==> config.mk <==
export PLATFORM = sky130hd
export DESIGN_NAME = coin_vend_controller
export DESIGN_NICKNAME = d
export VERILOG_FILES = /design/src/rtl/coin_vend_controller.sv
export SDC_FILE = /design/constraint.sdc
export NUM_CORES = 1
export LEC_CHECK = 0
export CAP_MARGIN = 5
export CELL_PAD_IN_SITES_DETAIL_PLACEMENT = 1
export CELL_PAD_IN_SITES_GLOBAL_PLACEMENT = 2
export CORE_ASPECT_RATIO = 0.7
export CORE_UTILIZATION = 32
export DETAILED_ROUTE_END_ITERATION = 12
export PLACE_DENSITY = 0.95
export SLEW_MARGIN = 20
export SYNTH_ARGS = -nofsm -noshare
export SYNTH_HDL_FRONTEND = slang
export SYNTH_SLANG_ARGS = --single-unit
export TNS_END_PERCENT = 20
==> constraint.sdc <==
create_clock -name clk -period 5.75 [get_ports clk]
set_input_delay 1.725 -clock clk [delete_from_list [all_inputs] [get_ports clk]]
set_output_delay 1.725 -clock clk [all_outputs]
set_load 0.02 [all_outputs]
==> src/rtl/coin_vend_controller.sv <==
// Coin accumulator and vend controller: sums legal coins toward PRICE, vends with change,
// and refunds on customer cancel or inactivity timeout.
module coin_vend_controller #(
    parameter int unsigned TOTAL_W     = 6,
    parameter int unsigned PRICE       = 15,
    parameter logic [15:0] COIN_MASK   = 16'h0426,
    parameter int unsigned TIMEOUT_CYC = 16
) (
    input  logic               clk,
    input  logic               rst,
    input  logic               coin_valid,
    input  logic [3:0]         coin,
    input  logic               cancel,
    output logic [TOTAL_W-1:0] total,
    output logic               coin_reject,
    output logic               vend_pulse,
    output logic               refund,
    output logic [TOTAL_W-1:0] change,
    output logic               change_valid,
    output logic               busy
);

    localparam int unsigned CNT_W = (TIMEOUT_CYC > 0) ? $clog2(TIMEOUT_CYC + 1) : 1;
    localparam int unsigned TO_LAST_I = (TIMEOUT_CYC > 0) ? TIMEOUT_CYC - 1 : 0;
    localparam logic [CNT_W-1:0] TO_LAST = CNT_W'(TO_LAST_I);
    localparam logic [TOTAL_W-1:0] PRICE_W = TOTAL_W'(PRICE);

    localparam logic [1:0] IDLE    = 2'd0;
    localparam logic [1:0] COLLECT = 2'd1;
    localparam logic [1:0] VEND    = 2'd2;
    localparam logic [1:0] REFUND  = 2'd3;

    logic [1:0]         state_q, state_d;
    logic [TOTAL_W-1:0] total_q, total_d;
    logic [CNT_W-1:0]   cnt_q, cnt_d;
    logic               reject_q, reject_d;
    logic               accept;
    logic [TOTAL_W-1:0] sum;

    assign accept = coin_valid && COIN_MASK[coin] && !cancel &&
                    ((state_q == IDLE) || (state_q == COLLECT));
    assign sum    = total_q + {{(TOTAL_W-4){1'b0}}, coin};
    assign reject_d = coin_valid && !accept;

    always_comb begin
        state_d = state_q;
        total_d = total_q;
        cnt_d   = '0;
        case (state_q)
            IDLE: begin
                if (accept) begin
                    total_d = sum;
                    state_d = (sum >= PRICE_W) ? VEND : COLLECT;
                end
            end
            COLLECT: begin
                // Cancel wins over a coin presented in the same cycle.
                if (cancel) begin
                    state_d = REFUND;
                end else if (accept) begin
                    total_d = sum;
                    if (sum >= PRICE_W) state_d = VEND;
                end else if ((TIMEOUT_CYC != 0) && (cnt_q == TO_LAST)) begin
                    state_d = REFUND;
                end else begin
                    cnt_d = cnt_q + CNT_W'(1);
                end
            end
            default: begin
                state_d = IDLE;
                total_d = '0;
            end
        endcase
    end

    always_ff @(posedge clk or posedge rst) begin
        if (rst) begin
            state_q  <= IDLE;
            total_q  <= '0;
            cnt_q    <= '0;
            reject_q <= 1'b0;
        end else begin
            state_q  <= state_d;
            total_q  <= total_d;
            cnt_q    <= cnt_d;
            reject_q <= reject_d;
        end
    end

    always_comb begin
        change = '0;
        if (state_q == VEND)   change = total_q - PRICE_W;
        if (state_q == REFUND) change = total_q;
    end

    assign total        = total_q;
    assign coin_reject  = reject_q;
    assign vend_pulse   = (state_q == VEND);
    assign refund       = (state_q == REFUND);
    assign change_valid = (state_q == VEND) || (state_q == REFUND);
    assign busy         = change_valid;

endmodule

==> qor.yml <==
outcome:
  outcome: "complete, no violations"
synthesis:
  top_cell: "dfrtp_1"
  ys_seq_share_pct: 33.69
  top_cells_by_area: "dfrtp_1 (34%), ha_1 (9.6%), xor2_1 (5.9%), xnor2_1 (4.2%), nand3_1 (3.9%)"
  ys_types: 36
  synth-edff-count: 0
  synth_area_leader_cell: "dfrtp_1"
  yosysTopAreaCellShare_pct: 33.69
  syn-mean-instance-area_um2: 9.627
  ys_warn_count: 0
  common_cells: "dfrtp_1 (14), ha_1 (8), nand3_1 (8)"
  yosys_area_mm2: 0.001040
  ys_ff: 14
  syn_inst: 108
  ys_cells: 108
  syn_area_mm2: 0.001040
  synthArstFlopShare_pct: 100.0
  flop_cell: "dfrtp_1"
  synth_nets: 125
layout:
  comb_area_um2: 635.6
  lay_top_cells: "clkdlybuf4s50_1 (24), dfrtp_1 (14), nand3_1 (8), ha_1 (8)"
  drive_gt1_share_pct: 8.397
  antenna_cells: 0
  layout.cells.most_common: "clkdlybuf4s50_1"
  nets: 149
  synthToLayoutAreaGrowth_pct: 30.08
placement:
  dp.cells: 163
  routabilityCongestion: 0.7781
  pre_cts_slack_ps: 1998
  hpwlAfterDp_mm: 1.936
  place_area_mm2: 0.001297
timing:
  finalSetupTns_ps: 0
  slew_violations: 0
  finalWorstSetupSlack_ps: 1976
  rsz0062_at_grt: "false"
  fmax_ghz: 0.2650
  finalHoldViolCount: 0
  fin_crit_ps: 3774
  fin_hold_ws_ps: 503.1
  worstMarginPinSlew_ps: 536.0
  max_slew_margin_pct: 64.23
  setup_viol: 0
  fin_crit_sh_pct: 65.63
setup_path:
  r2r-start: "total[0]"
  crit_required_ps: 4030
  crit_arrival_ps: 2050
  path_class: "flip-flop to output port"
  crit_path_end_kind: "output port"
  setup.worst_path.start: "total[1]"
  r2r_cells: 7
  crit_path_start_kind: "flip-flop"
  path_max_fanout: 7
power:
  p_leak_nw: 0.6114
  p_total_uw: 555.2
  p_seq_share_pct: 32.3
  comb_power_share_pct: 50.2
  internal_power_uw: 323.8
  p_per_area_mw_per_mm2: 410.5
  peakVddDrop_mv: 0.1972
  swShare_pct: 41.67
  p_sw_uw: 231.3
clock_tree:
  numCtsBuffers: 3
  cts_hold_buf: 0
  clk_pin_slew_worst_paths_ps: 60
  clock_sinks: 14
  cts.repair.resized: 0
  cts_buffer_depth: 2
  post_cts_buffers: 0
  cts_tree: "yes"
  htree_levels: 1
  cts-root-buf: "clkbuf_8"
run:
  warnings: 27
  max_cap_violations: 0
floorplanning:
  chipArea_mm2: 0.003485
  fp.dieW_um: 70.13
  die_y_um: 49.69
  initCoreUtil_pct: 35.33
routing:
  postRouteAntennaNets: 0
  vias: 828
  routed_wl_mm: 2.469
  viasPerCell: 4.958
  detail_route.wl_per_cell_um: 14.78
  drc_errors: 0
  firstDrtPassIters: 4
  drt_iter0_drc: 10
grt:
  grt_use_total_pct: 16.29
  grt_pass1_wl_mm: 4.229
  grt_start_max_net_pins: 20
  gr-total-overflow: 0
  antenna_found_initial: 0
  grt_pass1_vias: 871
hold_path:
  worstHoldPathType: "flip-flop to flip-flop"
  hold_start: "cnt_q[0]"
  whs_path_depth: 1
## routing by layer
metal  vias to the layer above  track usage, %  share of wire [%]
li1                        415               -                  -
met4                         0           6.000                1.5
met3                         4           4.499                4.5
met2                        19           26.28                 46
met1                       390           20.95                 48
met5                         -               0                  0
## layout make-up
| cell class | instances | share of cell area, % |
|---|---|---|
| clock buffer | 4 | 4.070 |
| tap | 36 | 3.330 |
| timing repair buffer | 24 | 17.76 |
| multi-input combinational | 82 | 46.99 |
| sequential | 14 | 25.90 |
| inverter | 7 | 1.943 |
## power groups by stage
stage                     Combinational, mW  Clock (mW)  Sequential, mW
after CTS                             0.283      0.0991           0.180
after global routing                  0.307       0.103           0.187
after detailed placement              0.282           0           0.182
after global placement                0.274           0           0.177
final                                 0.279      0.0971           0.179
after floorplan                       0.198           0           0.164
## worst max-delay path, cell delays in order, from the launching register on
cell,delay [ps]
dfrtp_1,490
nand3_1,140
or3_1,330
a21boi_0,210
clkdlybuf4s50_1,630
## path summary, 6_finish.rpt
| path | endpoint | slack (ps) |
|---|---|---|
| setup / recovery | change[3] | 1980 |
| hold / removal | cnt_q[0] | 500 |
| setup reg to reg | state_q[1] | 3710 |
| hold reg to reg | cnt_q[0] | 500 |
| max in group asynchronous | cnt_q[0] | 3580 |
| min in group asynchronous | total[0] | 1820 |
## cells by family after synthesis
kind of cell | Yosys count | synth area share, %
simple gates | 42 | 24.07
mux | 2 | 1.925
xor+xnor | 12 | 10.11
buf+inv | 12 | 5.174
flops | 14 | 33.69
fa+ha+maj | 9 | 11.55
compound gates | 17 | 13.48
## flip-flops by register name, summed over array words and instances, names as in the netlist
signal,count
cnt_q,5
coin_reject,1
state_q,2
total,6
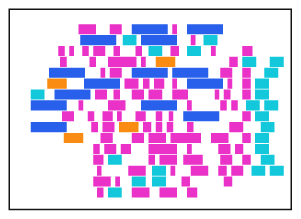
(images/cell_classes.png)
Scale: 4 px per um.
legend:
  orange:
    class: clock drivers and dummy loads
    cells: 4
  magenta:
    class: all other logic
    cells: 89
  cyan:
    class: other buffers and delay cells
    cells: 24
  blue:
    class: flip-flops
    cells: 14
row count: 16
Seq/total area: 25.90%
Finished Cell Area: 0.001353 mm^2
Core ar.: 0.002943 mm^2

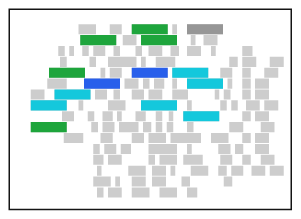
(images/registers.png)
Scale: 4 px per um.
legend:
  cyan:
    netlist_name: `total`
    placed_flops: 6
  green:
    netlist_name: `cnt_q`
    placed_flops: 5
  blue:
    netlist_name: `state_q`
    placed_flops: 2
Seq group: 179 uW
Final Util: 45.96%
Register Area: 350.3 um^2

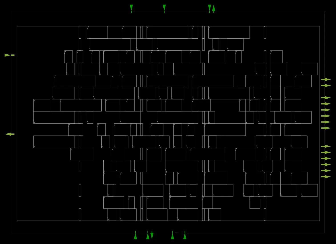
(images/final_placement.png)
fin cells: 167
Fillers: 333
# Taps: 36
flip-flops: 14

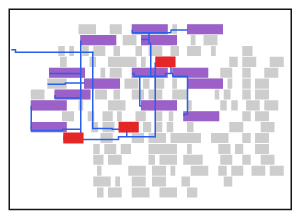
(images/clock_map.png)
Scale: 4 px per um.
legend:
  red:
    item: cells driving clock nets
    count: 3
  purple:
    item: flip-flops
    count: 14
  blue:
    item: clock wires
    length: 226 um
routed clock nets: 4
skew final: 2.083 ps
clock power share: 17.5%
clk latency late pin: 250 ps

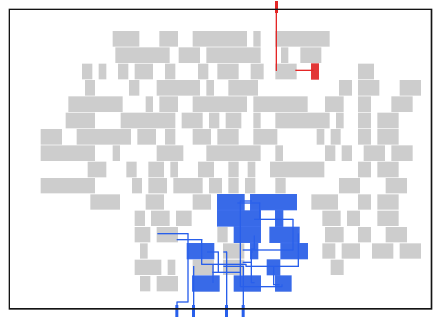
(images/port_nets.png)
Scale: 6 px per um.
legend:
  red:
    port: `rst`
    direction: input
    end_cells: 1
    buffers: 1
    wire: 12.6 um
  blue:
    port: `coin`
    direction: input
    end_cells: 13
    buffers: 4
    wire: 152 um
IO Port Bufs: 24
# IOs: 25

Power is estimated from default activity; no workload was simulated.
